File: src/rtl/uart_tx_serializer.sv
`default_nettype none
// ============================================================================
// Module   : uart_tx_serializer
// Purpose  : Transmit side of the oversampled UART link. Accepts parallel
//            bytes over a valid/ready handshake and serialises them as
//            start / data (LSB first) / [parity] / stop frames on tx. Bit
//            timing comes from the shared baud_en oversample strobe.
// Ports    : clk       - system clock, rising-edge
//            rst_n     - asynchronous active-low reset
//            baud_en   - single-cycle oversample strobe, OVERSAMPLE per bit
//            tx_data   - payload, sampled only in the accept cycle
//            tx_valid  - producer has a byte to send
//            tx_ready  - block can accept a byte (registered)
//            tx        - serial line, idle level 1 (registered)
//            tx_busy   - frame in progress, always ~tx_ready
// Options  : define UART_TX_PARITY_EN to append an even-parity bit after
//            the data bits.
// Revision : 1.0 - initial release
// ============================================================================
module uart_tx_serializer #(
  parameter int OVERSAMPLE = 16,
  parameter int DATA_BITS  = 8,
  parameter int STOP_BITS  = 1
) (
  input  logic                 clk,
  input  logic                 rst_n,
  input  logic                 baud_en,
  input  logic [DATA_BITS-1:0] tx_data,
  input  logic                 tx_valid,
  output logic                 tx_ready,
  output logic                 tx,
  output logic                 tx_busy
);

  localparam int COUNTER_BITS = $clog2(OVERSAMPLE);
  localparam int IDX_BITS     = $clog2(DATA_BITS);

  localparam logic [COUNTER_BITS-1:0] TICK_LAST = COUNTER_BITS'(OVERSAMPLE - 1);
  localparam logic [IDX_BITS-1:0]     IDX_LAST  = IDX_BITS'(DATA_BITS - 1);
  localparam logic                    STOP_LAST = 1'(STOP_BITS - 1);

`ifdef UART_TX_PARITY_EN
  typedef enum logic [2:0] {
    S_IDLE   = 3'd0,
    S_START  = 3'd1,
    S_DATA   = 3'd2,
    S_PARITY = 3'd3,
    S_STOP   = 3'd4
  } state_t;
`else
  typedef enum logic [1:0] {
    S_IDLE  = 2'd0,
    S_START = 2'd1,
    S_DATA  = 2'd2,
    S_STOP  = 2'd3
  } state_t;
`endif

  state_t                  state_q, state_d;
  logic [COUNTER_BITS-1:0] tick_q, tick_d;
  logic [DATA_BITS-1:0]    shift_q, shift_d;
  logic [IDX_BITS-1:0]     idx_q, idx_d;
  logic                    stop_q, stop_d;
  logic                    tx_q, tx_d;
  logic                    ready_q, ready_d;
`ifdef UART_TX_PARITY_EN
  logic                    parity_q, parity_d;
`endif

  // Last oversample pulse of the current bit period.
  logic bit_end;
  assign bit_end = baud_en && (tick_q == TICK_LAST);

  always_ff @(posedge clk or negedge rst_n) begin
    if (!rst_n) begin
      state_q  <= S_IDLE;
      tick_q   <= '0;
      shift_q  <= '0;
      idx_q    <= '0;
      stop_q   <= 1'b0;
      tx_q     <= 1'b1;
      ready_q  <= 1'b1;
`ifdef UART_TX_PARITY_EN
      parity_q <= 1'b0;
`endif
    end else begin
      state_q  <= state_d;
      tick_q   <= tick_d;
      shift_q  <= shift_d;
      idx_q    <= idx_d;
      stop_q   <= stop_d;
      tx_q     <= tx_d;
      ready_q  <= ready_d;
`ifdef UART_TX_PARITY_EN
      parity_q <= parity_d;
`endif
    end
  end

  always_comb begin
    state_d  = state_q;
    tick_d   = tick_q;
    shift_d  = shift_q;
    idx_d    = idx_q;
    stop_d   = stop_q;
    tx_d     = tx_q;
    ready_d  = ready_q;
`ifdef UART_TX_PARITY_EN
    parity_d = parity_q;
`endif

    // The tick counter only runs inside a frame; the accept edge forces it
    // to zero so a coincident baud_en is not counted.
    if ((state_q != S_IDLE) && baud_en) begin
      tick_d = bit_end ? '0 : tick_q + COUNTER_BITS'(1);
    end

    case (state_q)
      S_IDLE: begin
        if (tx_valid) begin
          state_d  = S_START;
          tick_d   = '0;
          shift_d  = tx_data;
          idx_d    = '0;
          stop_d   = 1'b0;
          tx_d     = 1'b0;
          ready_d  = 1'b0;
`ifdef UART_TX_PARITY_EN
          parity_d = ^tx_data;
`endif
        end
      end

      S_START: begin
        if (bit_end) begin
          state_d = S_DATA;
          tx_d    = shift_q[0];
        end
      end

      S_DATA: begin
        if (bit_end) begin
          shift_d = shift_q >> 1;
          if (idx_q == IDX_LAST) begin
`ifdef UART_TX_PARITY_EN
            state_d = S_PARITY;
            tx_d    = parity_q;
`else
            state_d = S_STOP;
            tx_d    = 1'b1;
`endif
          end else begin
            idx_d = idx_q + IDX_BITS'(1);
            // tx is registered, so drive the bit that becomes bit 0 after
            // this shift.
            tx_d  = shift_q[1];
          end
        end
      end

`ifdef UART_TX_PARITY_EN
      S_PARITY: begin
        if (bit_end) begin
          state_d = S_STOP;
          tx_d    = 1'b1;
        end
      end
`endif

      S_STOP: begin
        if (bit_end) begin
          if (stop_q == STOP_LAST) begin
            state_d = S_IDLE;
            ready_d = 1'b1;
          end else begin
            stop_d = 1'b1;
          end
        end
      end

      default: begin
        state_d = S_IDLE;
        tx_d    = 1'b1;
        ready_d = 1'b1;
      end
    endcase
  end

  assign tx       = tx_q;
  assign tx_ready = ready_q;
  assign tx_busy  = ~ready_q;

endmodule
`default_nettype wire

File: config.mk
export PLATFORM = sky130hd
export DESIGN_NAME = uart_tx_serializer
export DESIGN_NICKNAME = d
export VERILOG_FILES = /design/src/rtl/uart_tx_serializer.sv
export SDC_FILE = /design/constraint.sdc
export NUM_CORES = 1
export LEC_CHECK = 0
export CAP_MARGIN = 20
export CORE_ASPECT_RATIO = 0.5
export CORE_MARGIN = 2
export CORE_UTILIZATION = 30
export CTS_CLUSTER_SIZE = 12
export DETAILED_ROUTE_END_ITERATION = 6
export GPL_TIMING_DRIVEN = 0
export SYNTH_ARGS = -nofsm -noshare
export SYNTH_HDL_FRONTEND = slang
export SYNTH_SLANG_ARGS = --single-unit
File: constraint.sdc
create_clock -name clk -period 1.7 [get_ports clk]
set_input_delay 0.255 -clock clk [delete_from_list [all_inputs] [get_ports clk]]
set_output_delay 0.255 -clock clk [all_outputs]
set_load 0.02 [all_outputs]
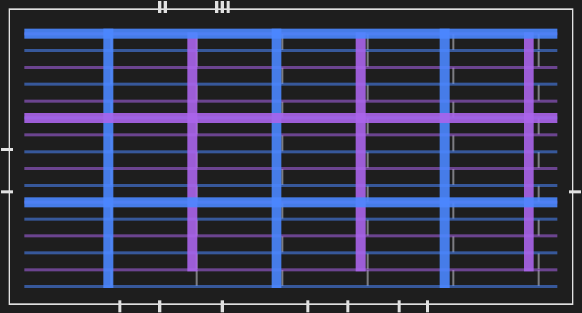
pdn.png
Pins as bars on the die edge. Tap cells in gray.
net	color
VDD	purple
VSS	blue
met5 straps	3
met1 rails	16

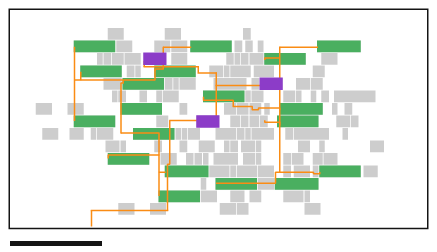
clock_map.png
Scale bar: 20 µm.
[flip-flops] green | count: 19
[cells driving clock nets] purple | count: 3
[clock wires] orange | length: 274 µm
routed clock nets	4
clk ins delay skew pair: 0.26 ns
Worst Skew: 0.002554 ns
part of the power in the clock network: 12.5%
Clk. pwr: 0.317 mW

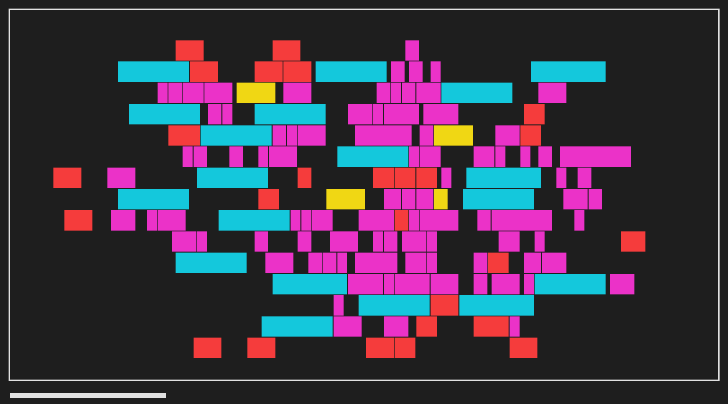
cell_classes.png
Scale bar: 20 µm.
class	color	cells
clock drivers and dummy loads	yellow	4
flip-flops	cyan	19
other buffers and delay cells	red	26
all other logic	magenta	92
Core Area: 3510 µm²
fin area: 1470 µm²
placement row count: 15
Core Util, Final: 41.89%
flop share of the area: 32.68%

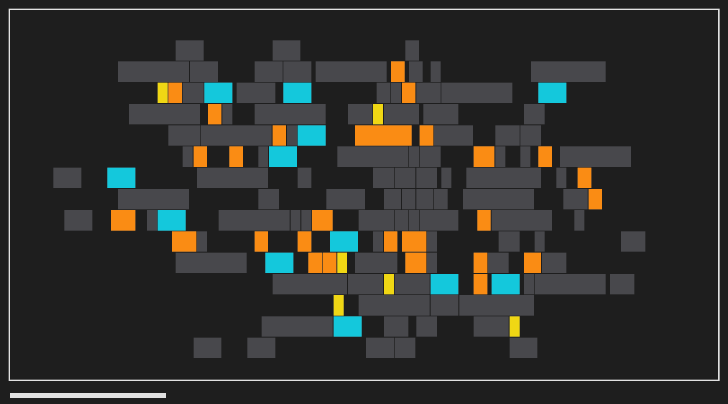
gate_families.png
Scale bar: 20 µm.
family	color	cells
inverting AOI/OAI gates	orange	27
multiplexers	cyan	12
inverters	yellow	6
Comb area share: 42.64%
Non-Filler Instances: 192
most frequent logic cell in the layout: dfrtp_1

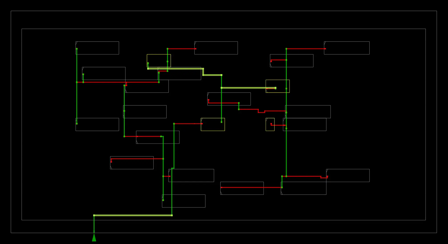
final_clocks.png
clock sink total: 19
Clock Buffer Count: 3
flop count: 19

==> out/metrics.cfg <==
[outcome]
outcome = finished, final reports clean

[sta]
drv_slew = 0
finalSetupViolCount = 0
hold_viol = 0

[floorplan]
chipWidth_um = 90.69
die.size.y_um = 47.35
io_pins = 15

[pwr]
power_density_nw_per_um2 = 1719

[clock_network]
ctsHtreeMaxLevel = 1
cts_buffers = 3

[drt]
route.detailed.drc = 0
first_pass_iters = 4
ant_nets = 0

[grt]
overflow = 0
antenna_found_initial = 0

[synthesis]
ys.flop_type = dfrtp_1
synth_area_um2 = 1127
synth_cells = 116

[critical_path]
crit_chain = clkdlybuf4s50_1
crit_buf_inv = 1

synth_stat cells, drive strengths merged, types with 2 or more instances:
cell type | n | area [µm²]
dfrtp | 17 | 425.4
nand3b | 3 | 22.52
nor2 | 12 | 45.04
a211oi | 2 | 27.53
clkbuf | 3 | 12.51
nand2 | 11 | 41.29
ha | 7 | 87.58
dfstp | 2 | 52.55
buf | 2 | 16.26
nand3 | 3 | 15.01
a21oi | 11 | 62.56
inv | 6 | 22.52
o21ai | 11 | 55.05
mux2i | 12 | 120.1
a22o | 2 | 17.52
stage by stage:
step | instance area, µm² | hold WS, ns | cells
2_1_floorplan | 1127 | -0.04059 | 116
3_3_place_gp | 1331 | 0.5000 | 181
3_5_place_dp | 1331 | 0.5070 | 181
4_1_cts | 1409 | 0.5187 | 188
5_1_grt | 1470 | 0.5604 | 192
6_report | 1470 | 0.4926 | 192
worst max-delay path by stage:
stage / start / end / slack [ns] / depth (start not counted)
CTS: tick_q[0] / state_q[1] / 0.005 / 6
floorplan: state_q[0] / idx_q[1] / 0.08 / 7
global route: state_q[0] / idx_q[1] / -0.0003 / 8
finish: tx / tx / 0.04 / 1
detailed placement: baud_en / state_q[1] / -0.33 / 6
global placement: baud_en / idx_q[1] / -0.30 / 5
layout make-up:
cell class	count	area, µm²	share of cell area [%]
inverter	6	22.52	1.532
multi-input combinational	86	626.9	42.64
clock buffer	3	41.29	2.809
clock inverter	1	5.005	0.3404
sequential	19	480.5	32.68
tap	51	63.81	4.340
timing repair buffer	21	193.9	13.19
buffer	5	36.28	2.468
power by group:
| group | switching (mW) | total, mW | leakage [nW] | internal [mW] |
|---|---|---|---|---|
| clock network | 0.154 | 0.317 | 0.0255 | 0.163 |
| registers | 0.167 | 0.831 | 0.222 | 0.663 |
| logic | 0.698 | 1.38 | 0.387 | 0.682 |
registers in the layout (all words and copies together), names as in the netlist:
signal	cells
idx_q	3
state_q	2
shift_q	8
tx	1
tx_ready	1
tick_q	4
cells by family after synthesis:
| logic type | after synthesis | synth area share, % |
|---|---|---|
| AND-OR/OR-AND | 31 | 17.87 |
| XOR/XNOR | 2 | 1.554 |
| adder cells (fa/ha/maj) | 7 | 7.769 |
| buffers and inverters | 11 | 4.550 |
| flip-flops | 19 | 42.40 |
| multiplexers | 12 | 10.66 |
| AND/OR/NAND/NOR | 34 | 15.20 |
routing by layer:
metal	vias to the layer above	GRT usage, %
met4	0	4.615
li1	456	-
met1	425	15.46
met5	-	0
met2	15	20.30
met3	0	3.050
timing repair:
| item | 4_1_cts | 5_1_grt |
|---|---|---|
| hold buffers | 0 | 0 |
| pin swaps | 1 | 0 |
| setup endpoints to repair | 14 | 15 |
| buffers inserted | 3 | 4 |
| gates resized | 5 | 14 |
Power figures rest on the tool's default switching activity, not on a simulated workload.
